<file path="src/rtl/surf_dna_seq.sv">
// DNA_PORTE2 sequencer: loads, shifts and caches the 96-bit device DNA.
// Legacy single-bit ext path shares the port while the sequencer is idle.
module surf_dna_seq #(
  parameter int DNA_BITS  = 96,
  parameter bit AUTO_READ = 1'b1
) (
  input  logic                wb_clk_i,
  input  logic                wb_rst_n_i,
  input  logic                start_i,
  output logic                busy_o,
  output logic                valid_o,
  output logic [DNA_BITS-1:0] dna_o,
  input  logic [1:0]          word_sel_i,
  output logic [31:0]         word_o,
  input  logic                ext_read_i,
  input  logic                ext_shift_i,
  output logic                ext_blocked_o,
  input  logic                ext_clr_i,
  output logic                dna_read_o,
  output logic                dna_shift_o,
  output logic                dna_din_o,
  input  logic                dna_dout_i
);

  typedef enum logic [2:0] {
    S_IDLE,
    S_LOAD,
    S_SETTLE,
    S_SHIFT,
    S_DONE
  } state_t;

  localparam logic [6:0] LAST = 7'(DNA_BITS - 1);

  state_t              state;
  state_t              state_n;
  logic [6:0]          cnt;
  logic [6:0]          cnt_n;
  logic                auto_pend;
  logic [DNA_BITS-1:0] dna_sr;
  logic                go;
  logic                fsm_read;
  logic                fsm_shift;
  logic                port_busy;
  logic                ext_req;
  logic [31:0]         word_n;

  assign busy_o    = (state != S_IDLE);
  assign go        = start_i | auto_pend;
  assign ext_req   = ext_read_i | ext_shift_i;
  assign dna_din_o = dna_dout_i;

  always_comb begin
    state_n = state;
    cnt_n   = cnt;
    case (state)
      S_IDLE:   if (go) state_n = S_LOAD;
      S_LOAD:   state_n = S_SETTLE;
      S_SETTLE: begin
        state_n = S_SHIFT;
        cnt_n   = '0;
      end
      S_SHIFT: begin
        if (cnt == LAST) begin
          state_n = S_DONE;
          cnt_n   = '0;
        end else begin
          cnt_n = cnt + 7'd1;
        end
      end
      S_DONE:   state_n = S_IDLE;
      default:  state_n = S_IDLE;
    endcase
  end

  // Port strobes are decoded from the next state so the registered
  // outputs line up with the cycle the FSM is actually in.
  always_comb begin
    fsm_read  = (state_n == S_LOAD);
    fsm_shift = (state_n == S_SHIFT) && (cnt_n != LAST);
    port_busy = busy_o | (state_n != S_IDLE);
  end

  always_comb begin
    word_n = '0;
    case (word_sel_i)
      2'd0:    word_n = dna_o[31:0];
      2'd1:    word_n = dna_o[63:32];
      2'd2:    word_n = dna_o[95:64];
      default: word_n = {valid_o, busy_o, ext_blocked_o, 29'b0};
    endcase
  end

  always_ff @(posedge wb_clk_i or negedge wb_rst_n_i) begin
    if (!wb_rst_n_i) begin
      state         <= S_IDLE;
      cnt           <= '0;
      auto_pend     <= AUTO_READ;
      dna_sr        <= '0;
      dna_o         <= '0;
      valid_o       <= 1'b0;
      word_o        <= '0;
      ext_blocked_o <= 1'b0;
      dna_read_o    <= 1'b0;
      dna_shift_o   <= 1'b0;
    end else begin
      state  <= state_n;
      cnt    <= cnt_n;
      word_o <= word_n;
      if (state == S_IDLE && go) begin
        auto_pend <= 1'b0;
        valid_o   <= 1'b0;
      end
      if (state == S_SHIFT) dna_sr[cnt] <= dna_dout_i;
      if (state == S_DONE) begin
        dna_o   <= dna_sr;
        valid_o <= 1'b1;
      end
      if (port_busy) begin
        dna_read_o  <= fsm_read;
        dna_shift_o <= fsm_shift;
      end else begin
        dna_read_o  <= ext_read_i;
        dna_shift_o <= ext_shift_i;
      end
      if (busy_o && ext_req)
        ext_blocked_o <= 1'b1;
      else if (ext_clr_i)
        ext_blocked_o <= 1'b0;
    end
  end

endmodule

</file>
<file path="config.mk">
export PLATFORM = sky130hd
export DESIGN_NAME = surf_dna_seq
export DESIGN_NICKNAME = d
export VERILOG_FILES = /design/src/rtl/surf_dna_seq.sv
export SDC_FILE = /design/constraint.sdc
export NUM_CORES = 1
export LEC_CHECK = 0
export ABC_AREA = 1
export CAP_MARGIN = 40
export CORE_ASPECT_RATIO = 1.1
export CORE_MARGIN = 3
export CORE_UTILIZATION = 45
export CTS_CLUSTER_SIZE = 30
export DETAILED_ROUTE_END_ITERATION = 7
export PLACE_DENSITY = 0.68
export SLEW_MARGIN = 20
export SYNTH_ARGS = -nofsm -noshare
export SYNTH_HDL_FRONTEND = slang
export SYNTH_SLANG_ARGS = --single-unit
export TNS_END_PERCENT = 30
</file>
<file path="constraint.sdc">
create_clock -name wb_clk_i -period 1.9 [get_ports wb_clk_i]
set_input_delay 0.38 -clock wb_clk_i [delete_from_list [all_inputs] [get_ports wb_clk_i]]
set_output_delay 0.38 -clock wb_clk_i [all_outputs]
set_load 0.02 [all_outputs]
</file>
M1 wires:
The bar under the picture is 50 microns long. Cells faint in the background.
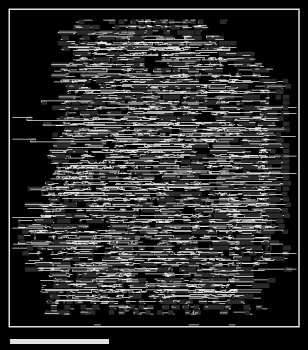
wire length on this layer	10400 microns
share of all routed wire	43%
longest straight run	43.7 microns
nets with wire on the layer	1002
routing usage on met1: 0.278
vias post-DR: 7123
total wire length: 24200 microns

Signal wires on met2:
Cells faint in the background.
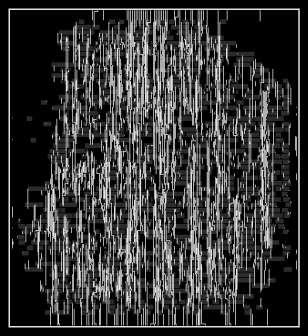
longest straight run	54.4 microns
share of all routed wire	49%
wire length on this layer	11900 microns
nets with wire on the layer	909
main direction	vertical
Global Route met2 Usage: 0.351

Metal 3:
The bar under the picture is 50 microns long. Cells faint in the background.
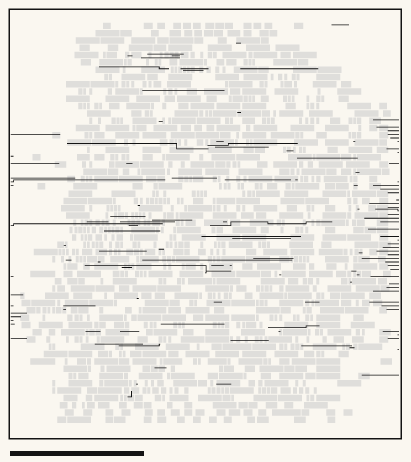
share of all routed wire	5.3%
longest straight run	56.4 microns
GR Util met3: 0.0333

Placed standard cells:
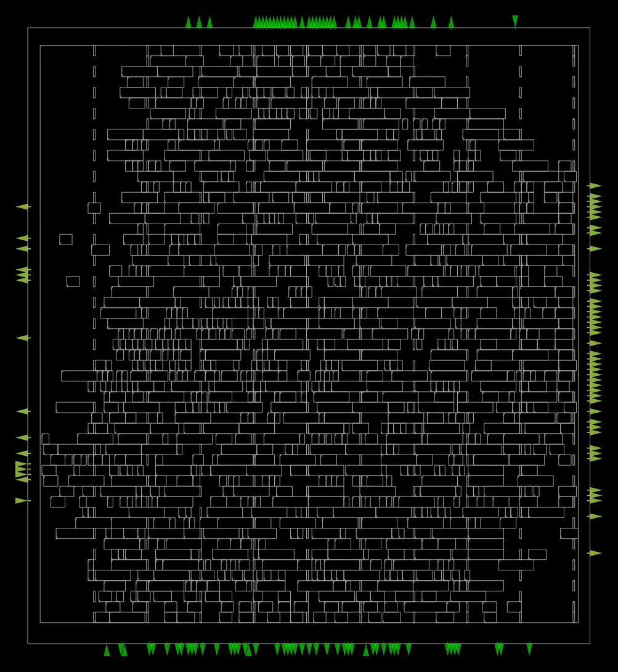
flop count: 239
# rows: 55
Seq/total area: 0.480

Sequential cells grouped by signal name:
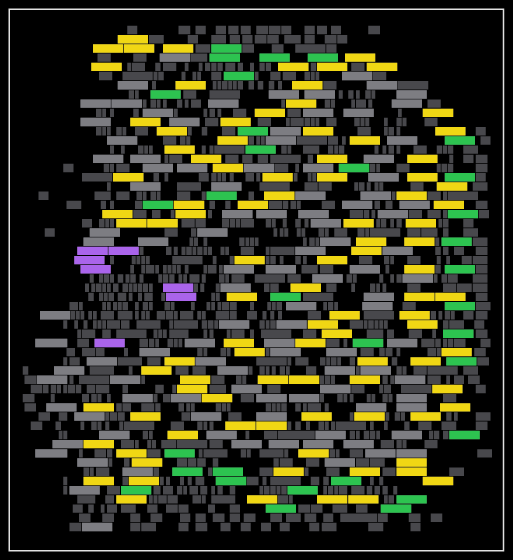
signal	color	placed flops
`word_o`	green	32
`dna_o`	yellow	96
`cnt`	purple	7
not colored	104
power in sequential cells: 5.17 mW
Seq. cell area: 5980 sq um
Core Util, Final: 0.598

==> worst min path at each step <==
stage / start / end / slack (ps) / cells past startpoint
global route: wb_rst_n_i / dna_sr[29] / 400 / 2
CTS: wb_rst_n_i / dna_sr[29] / 380 / 2
finish: wb_rst_n_i / valid_o / 370 / 2
global placement: wb_rst_n_i / valid_o / 320 / 1
detailed placement: wb_rst_n_i / valid_o / 320 / 1
floorplan: wb_rst_n_i / cnt[0] / 80 / 0
==> kinds of logic (layout without fill, tap and decap cells) <==
kind of cell               after synthesis  in the layout
AOI/OAI and AO/OA                      119            119
adders and majority gates                1              1
buffers and inverters                   78            261
DFF                                    239            239
muxes                                   95             95
and+or+nand+nor                        394            394
==> Slide: Implementation Results <==
Flow Results at a Glance

Setup path
  • Critical path launch point: dna_o[53]
  • Worst Setup End Kind: output pin
  • WP depth: 1
  • FF-to-FF setup slack: 180 ps
  • Critical path cell sequence: clkdlybuf4s50_1

Layout
  • P&R area growth vs syn: 29.1%
  • Logic area: 3370 sq um
  • Fin cells: 1394
  • N_diodes: 0
  • Most frequent cells in the layout: 237 x dfrtp_1, 164 x nor2_1, 139 x nand2_1
  • Layout fillers: 1750
  • Non-clk bufs: 173

Place
  • IO Port Bufs: 142
  • Pre-CTS setup slack: -31.1 ps

Final timing
  • Hold Worst Slack: 367 ps
  • Setup ws final: 41.9 ps

GRT
  • Global Route Usage Sum: 0.208

Clock tree
  • CTS tree: done
  • Reg clk slew, reported paths: 60 ps

Drt
  • Top Metal Used: met4

Logic synthesis
  • Register bit count reported by yosys: 239
  • Flip-flops with a built-in enable: 0
  • Leading area contributor after synthesis: dfrtp_1

Run status
  • Status: finished, final reports clean

Power and ir drop
  • Comb pwr: 0.341 mW
  • Sw Pwr: 2.18 mW
Power and IR drop assume default switching activity.
